## src/rtl/fetch_ctrl.sv

```systemverilog
// Fetch/PC-select controller: RUN/STALL/FLUSH FSM with Mealy PC-select outputs and a sticky stall watchdog.
// Optional FETCH_CTRL_PERF_EN adds saturating br_cnt/stall_cnt performance counters.
module fetch_ctrl #(
  parameter int FLUSH_CYCLES = 2,
  parameter int STALL_MAX    = 255
) (
  input  logic       clk,
  input  logic       reset,
  input  logic       mem_busy,
  input  logic       br_req0,
  input  logic       br_req1,
  input  logic [7:0] br_imm0,
  input  logic [7:0] br_imm1,
  input  logic       dep_hazard,
  output logic       pc_stall,
  output logic       pc_rollback,
  output logic       pc_branch1,
  output logic       pc_branch2,
  output logic [7:0] pc_imm,
  output logic       flush,
  output logic       busy,
  output logic       wdog_err
`ifdef FETCH_CTRL_PERF_EN
  ,
  output logic [7:0] br_cnt,
  output logic [7:0] stall_cnt
`endif
);

  typedef enum logic [1:0] {
    RUN   = 2'd0,
    STALL = 2'd1,
    FLUSH = 2'd2,
    BAD   = 2'd3
  } state_t;

  localparam logic [7:0] SMAX = 8'(STALL_MAX);
  localparam logic [3:0] FCYC = 4'(FLUSH_CYCLES);

  state_t     r_state, w_state_nxt;
  logic [7:0] r_stall_cnt, w_stall_cnt_nxt, w_stall_inc;
  logic [3:0] r_flush_cnt, w_flush_cnt_nxt;
  logic       r_wdog, w_wdog_set;
  logic       w_stall, w_rollback, w_branch1, w_branch2, w_flush;
  logic [7:0] w_imm;

  assign w_stall_inc = (r_stall_cnt == 8'hFF) ? r_stall_cnt : r_stall_cnt + 8'd1;

  always_ff @(posedge clk or posedge reset) begin
    if (reset) begin
      r_state     <= RUN;
      r_stall_cnt <= 8'd0;
      r_flush_cnt <= 4'd0;
      r_wdog      <= 1'b0;
    end else begin
      r_state     <= w_state_nxt;
      r_stall_cnt <= w_stall_cnt_nxt;
      r_flush_cnt <= w_flush_cnt_nxt;
      if (w_wdog_set) r_wdog <= 1'b1;
    end
  end

  always_comb begin
    w_state_nxt     = r_state;
    w_stall_cnt_nxt = r_stall_cnt;
    w_flush_cnt_nxt = r_flush_cnt;
    w_wdog_set      = 1'b0;
    w_stall         = 1'b0;
    w_rollback      = 1'b0;
    w_branch1       = 1'b0;
    w_branch2       = 1'b0;
    w_flush         = 1'b0;
    w_imm           = 8'd0;
    case (r_state)
      RUN: begin
        if (mem_busy) begin
          w_stall = 1'b1;
          // A watchdog limit of 1 trips on the very first stall cycle.
          if (SMAX == 8'd1) begin
            w_wdog_set      = 1'b1;
            w_stall_cnt_nxt = 8'd0;
          end else begin
            w_state_nxt     = STALL;
            w_stall_cnt_nxt = 8'd1;
          end
        end else if (br_req0) begin
          w_branch1       = 1'b1;
          w_imm           = br_imm0;
          w_state_nxt     = FLUSH;
          w_flush_cnt_nxt = FCYC;
        end else if (br_req1) begin
          w_branch2       = 1'b1;
          w_imm           = br_imm1;
          w_state_nxt     = FLUSH;
          w_flush_cnt_nxt = FCYC;
        end else if (dep_hazard) begin
          w_rollback = 1'b1;
        end
      end
      STALL: begin
        w_stall = 1'b1;
        if (mem_busy) begin
          if (w_stall_inc == SMAX) begin
            w_wdog_set      = 1'b1;
            w_state_nxt     = RUN;
            w_stall_cnt_nxt = 8'd0;
          end else begin
            w_stall_cnt_nxt = w_stall_inc;
          end
        end else begin
          w_state_nxt     = RUN;
          w_stall_cnt_nxt = 8'd0;
        end
      end
      FLUSH: begin
        w_flush = 1'b1;
        if (mem_busy) begin
          w_stall = 1'b1;
        end else begin
          w_flush_cnt_nxt = r_flush_cnt - 4'd1;
          if (r_flush_cnt <= 4'd1) begin
            w_state_nxt     = RUN;
            w_flush_cnt_nxt = 4'd0;
          end
        end
      end
      default: begin
        w_state_nxt     = RUN;
        w_stall_cnt_nxt = 8'd0;
        w_flush_cnt_nxt = 4'd0;
      end
    endcase
  end

  // Outputs are forced low for the whole reset window, not just after the edge.
  assign pc_stall    = w_stall    & ~reset;
  assign pc_rollback = w_rollback & ~reset;
  assign pc_branch1  = w_branch1  & ~reset;
  assign pc_branch2  = w_branch2  & ~reset;
  assign flush       = w_flush    & ~reset;
  assign pc_imm      = reset ? 8'd0 : w_imm;
  assign busy        = ((r_state == STALL) || (r_state == FLUSH)) & ~reset;
  assign wdog_err    = r_wdog & ~reset;

`ifdef FETCH_CTRL_PERF_EN
  logic [7:0] r_br_cnt, r_stall_pc_cnt;

  always_ff @(posedge clk or posedge reset) begin
    if (reset) begin
      r_br_cnt       <= 8'd0;
      r_stall_pc_cnt <= 8'd0;
    end else begin
      if ((pc_branch1 || pc_branch2) && r_br_cnt != 8'hFF) r_br_cnt <= r_br_cnt + 8'd1;
      if (pc_stall && r_stall_pc_cnt != 8'hFF) r_stall_pc_cnt <= r_stall_pc_cnt + 8'd1;
    end
  end

  assign br_cnt    = r_br_cnt;
  assign stall_cnt = r_stall_pc_cnt;
`endif

endmodule

```

## config.mk

```make
export PLATFORM = sky130hd
export DESIGN_NAME = fetch_ctrl
export DESIGN_NICKNAME = d
export VERILOG_FILES = /design/src/rtl/fetch_ctrl.sv
export SDC_FILE = /design/constraint.sdc
export NUM_CORES = 1
export LEC_CHECK = 0
export CAP_MARGIN = 10
export CORE_MARGIN = 2
export CORE_UTILIZATION = 49
export DETAILED_ROUTE_END_ITERATION = 10
export GPL_TIMING_DRIVEN = 0
export PLACE_DENSITY = 0.9
export SLEW_MARGIN = 5
export SYNTH_ARGS = -nofsm -noshare
export SYNTH_HDL_FRONTEND = slang
export SYNTH_SLANG_ARGS = --single-unit
```

## constraint.sdc

```tcl
create_clock -name clk -period 6.3 [get_ports clk]
set_input_delay 1.26 -clock clk [delete_from_list [all_inputs] [get_ports clk]]
set_output_delay 1.26 -clock clk [all_outputs]
set_load 0.05 [all_outputs]
```

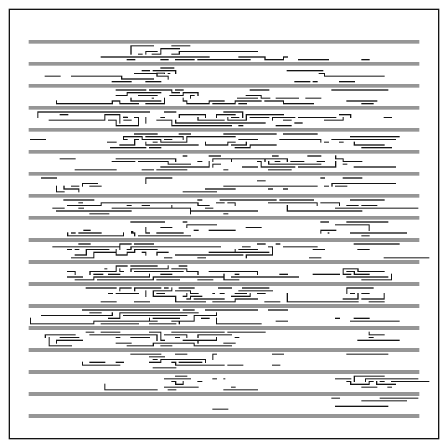
Figure 1: run 1, signal wires on met1.
Supply wires on this layer in gray.
longest straight run: 13.8 µm
wire length on this layer: 1270 µm

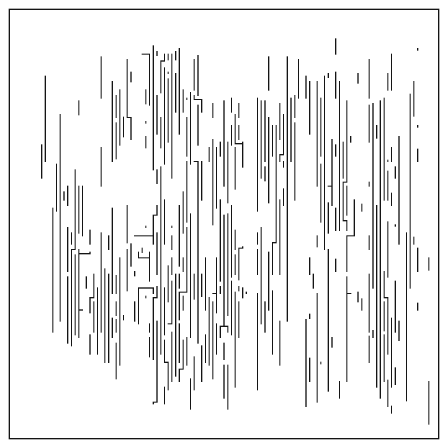
Figure 2: run 1, the metal 2 layer.
main direction: vertical
share of all routed wire: 48%
nets with wire on the layer: 169
wire length on this layer: 1520 µm
longest straight run: 36.7 µm

==> impl_metrics.ini, run 1 <==
; implementation run metrics
[place]
gp_congestion = 0.922
post-dp-hpwl_um = 2440

[synth]
edf_count = 0
yosysMostFrequentCell = dfrtp_1
aoi_share = 0.285
syn-cell-area_um2 = 1170
top_cells_by_count = 15 x dfrtp_1, 11 x nor2_1, 10 x a21oi_1, 9 x a22o_1, 9 x o21ai_0
syn_inst = 132

[worst_setup_path]
worstPathCellList = clkdlybuf4s50_1 -> nand2b_1 -> nor4b_2 -> a22o_1 -> clkdlybuf4s50_1
start_kind = input port
cp.depth = 5
crit_slowest_cell = clkdlybuf4s50_1
crit_buf_inv = 2
endpoint = pc_imm[1]
path_class = input port to output pin
arrival_ns = 3.79
r2r-start = r_stall_cnt[1]

[job]
maxCapViolCount = 0

[die]
pin_count = 37
die_w_um = 52.9
fp-utilization = 0.524
rows = 17
chipArea_um2 = 2800

[routing]
drt_iter0_drc = 50
vias = 1208
wl_per_cell_um = 16.0
dr_wl_met2_um = 1520

[finish]
layout_top_cells = 36 x clkdlybuf4s50_1, 15 x dfrtp_1, 11 x nor2_1
mi_logic_area_um2 = 742
final_cell_count_no_fill = 200
final_common_cell = clkdlybuf4s50_1

[timing]
max_freq_mhz = 198
hold-worst-slack_ns = 0.465
timing.final.crit_share = 0.802

[min_path]
holdPathEnd = r_wdog
hp-start = r_wdog

[power_and_ir_drop]
power_mw = 0.462

[global_routing]
grtUsageMet3 = 0.0480

[clock_network]
hold_buffers = 0
cts_resized = 0
cts_root_buf = clkbuf_4
cts.path.max_buffers = 2

[status]
outcome = finished, final reports clean
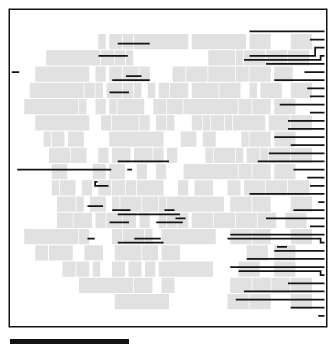
Figure 3: run 1, met3 routing.
Bar = 20 µm.
nets with wire on the layer: 54
wire length on this layer: 371 µm
main direction: horizontal

## run 1: report_power, final
group          switching, mW  internal, mW
registers             0.0189         0.117
logic                  0.163         0.105
clock network         0.0351        0.0237
total                  0.217         0.245
## run 1: stage by stage
| step | worst slack, ns | area (µm²) |
|---|---|---|
| 6_report | 1.25 | 1590 |
| 5_1_grt | 1.12 | 1590 |
| 4_1_cts | 1.26 | 1590 |
| 3_5_place_dp | 1.27 | 1570 |
| 3_3_place_gp | 1.30 | 1570 |
| 2_1_floorplan | 1.77 | 1170 |
## run 1: sequential cells by signal, indices dropped and copies added (netlist names)
signal,flops
r_wdog,1
r_stall_cnt,8
r_state,2
r_flush_cnt,4
Figure 4. Selected gate families (run 1).
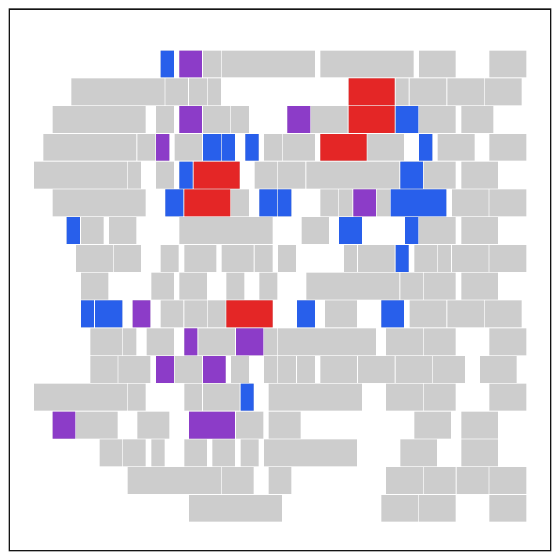

==> run 2, diff against run 1 <==
- CORE_UTILIZATION: 49 -> 41
- PLACE_DENSITY: 0.9 -> 0.81
- clock period: 6.3 -> 4.1 ns (I/O delays scaled with it)
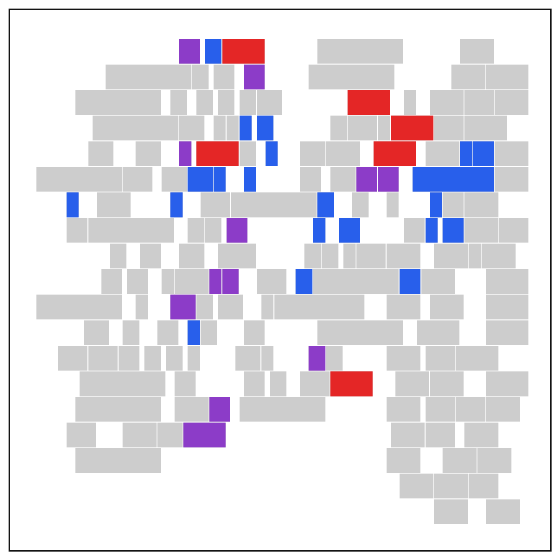
Figure 5: run 2, selected gate families.
[NAND gates] purple | cells: 12 | most used: nand2b_1
[adder and majority cells] red | cells: 6 | most used: ha_1
[NOR gates] blue | cells: 21 | most used: nor2_1

==> impl_metrics.ini, run 2 <==
; implementation run metrics
[status]
outcome = finished, final reports clean

[routing]
drt_iter0_drc = 74
vias = 1201

[finish]
final_common_cell = clkdlybuf4s50_1
final_cell_count_no_fill = 203
largest_reg_flops = 8
mi_logic_area_um2 = 751
final_cell_area_um2 = 1630
regMostFlops = r_stall_cnt
layout_top_cells = 28 x clkdlybuf4s50_1, 15 x dfrtp_1, 11 x nor2_1

[power_and_ir_drop]
clkPwrFrac = 0.129
power_mw = 0.713
p_int_mw = 0.379
power_switching_mw = 0.334
p_seq_mw = 0.205
clk-power_mw = 0.0917
combinationalPowerShare = 0.584
seq_power_share = 0.288
power_leader = combinational cells
swShare = 0.469

[synth]
syn_inst = 132
top_cells_by_count = 15 x dfrtp_1, 11 x nor2_1, 10 x a21oi_1, 9 x a22o_1, 9 x o21ai_0
edf_count = 0
yosysMostFrequentCell = dfrtp_1

[place]
post-dp-hpwl_um = 2500
place_area_um2 = 1570
post-place-ws_ns = -0.0901
gp_congestion = 0.870

[die]
fp-utilization = 0.428
rows = 19
pin_count = 37
chipArea_um2 = 3300
die_w_um = 57.4

[clock_network]
cts_root_buf = clkbuf_4
cts.path.max_buffers = 2
hold_buffers = 0

[timing]
timing.final.crit_share = 0.959

[worst_setup_path]
start_kind = input port
crit_slowest_cell = clkdlybuf4s50_1

[job]
maxCapViolCount = 0
run 2: layout make-up:
cell class,count,area share
flip-flops and latches,15,0.231
clock buffers,4,0.0162
well taps,31,0.0239
multi-input cells,104,0.462
inverters,7,0.0162
plain buffers,6,0.0169
repair buffers,36,0.234
run 2: worst paths after layout:
check / from / to / slack (ns) / cells after the start
max: mem_busy / pc_branch1 / 0.17 / 6
min: r_wdog / r_wdog / 0.47 / 1
max reg2reg: r_stall_cnt[1] / r_state[0] / 1.55 / 7
min reg2reg: r_wdog / r_wdog / 0.47 / 1
max in group asynchronous: reset / r_flush_cnt[3] / 2.61 / 2
min in group asynchronous: reset / r_wdog / 1.11 / 2
run 2: timing repair:
action	CTS	global route
setup endpoints to repair	8	8
gates resized	1	8
cloned	0	0
==> run 3, diff against run 2 <==
- SLEW_MARGIN: 5 -> 20
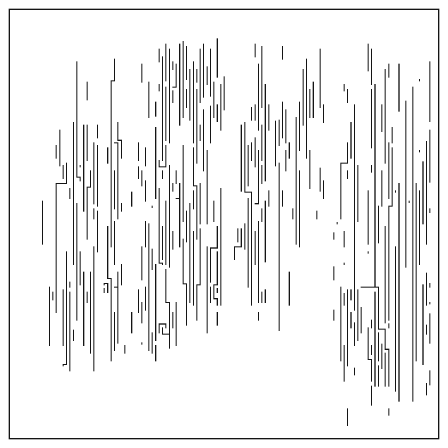
Figure 6: run 3, the metal 2 layer.
nets with wire on the layer: 178
share of all routed wire: 47%

==> impl_metrics.ini, run 3 <==
; implementation run metrics
[min_path]
holdPathEnd = r_wdog
hp-start = r_wdog
whs_path_depth = 1

[die]
fp-utilization = 0.428
rows = 19
die_w_um = 57.4
chipArea_um2 = 3300
pin_count = 37

[global_routing]
grt_pass1_wl_um = 5430
grt_use_total = 0.211

[timing]
skew_ns = 0.00405
timing.final.crit_share = 0.959
rsz0062_at_grt = no

[finish]
largest_reg_flops = 8
final_cell_area_um2 = 1630
layout_top_cells = 28 x clkdlybuf4s50_1, 15 x dfrtp_1, 11 x nor2_1
regMostFlops = r_stall_cnt
final_cell_count_no_fill = 203

[synth]
yosys_warnings = 0
top_cell_area_share = 0.321
synth-adder-area-share = 0.0641
yosysMostFrequentCell = dfrtp_1
aoi_share = 0.285
syn_inst = 132
top_cells_by_count = 15 x dfrtp_1, 11 x nor2_1, 10 x a21oi_1, 9 x a22o_1, 9 x o21ai_0
edf_count = 0

[power_and_ir_drop]
p_seq_mw = 0.205
clkPwrFrac = 0.129
seq_power_share = 0.288
combinationalPowerShare = 0.584
power_mw = 0.713
power_switching_mw = 0.334
power_leader = combinational cells
clk-power_mw = 0.0917
p_int_mw = 0.379
swShare = 0.469

[routing]
vias = 1201
drt_iter0_drc = 74
dr.max_layer_used = met4

[worst_setup_path]
ff2ff_setup_slack_ns = 1.55
r2r-start = r_stall_cnt[1]
reg2reg_to = r_state[0]
cp-startpoint = mem_busy
start_kind = input port
crit_slowest_cell = clkdlybuf4s50_1
worstRegToRegCells = 7

[job]
maxCapViolCount = 0

[place]
post-dp-hpwl_um = 2500
post-place-ws_ns = -0.0901
port_buffers = 36
gp_congestion = 0.870
place_area_um2 = 1570

[clock_network]
cts_root_buf = clkbuf_4
cts.path.max_buffers = 2

[status]
outcome = finished, final reports clean
run 3: cell counts after synthesis:
Identical to the previous run, type by type.
run 3: layout make-up:
cell class | instances | area [µm²]
Sequential cell | 15 | 375
Clock buffer | 4 | 26.3
Fill cell | 246 | 1110
Timing Repair Buffer | 36 | 380
Tap cell | 31 | 38.8
Inverter | 7 | 26.3
Multi-Input combinational cell | 104 | 751
Buffer | 6 | 27.5
run 3: worst max path at each step:
| stage | cells after the start | endpoint |
|---|---|---|
| after floorplan | 3 | pc_imm[0] |
| after global placement | 5 | pc_imm[7] |
| after detailed placement | 5 | pc_imm[1] |
| after CTS | 7 | pc_imm[1] |
| after global routing | 6 | pc_branch1 |
| final | 6 | pc_branch1 |
run 3: what timing repair did:
action	CTS	global route
setup buffers	0	0
gates resized	1	8
hold buffers	0	0
endpoints found under the setup margin	8	8
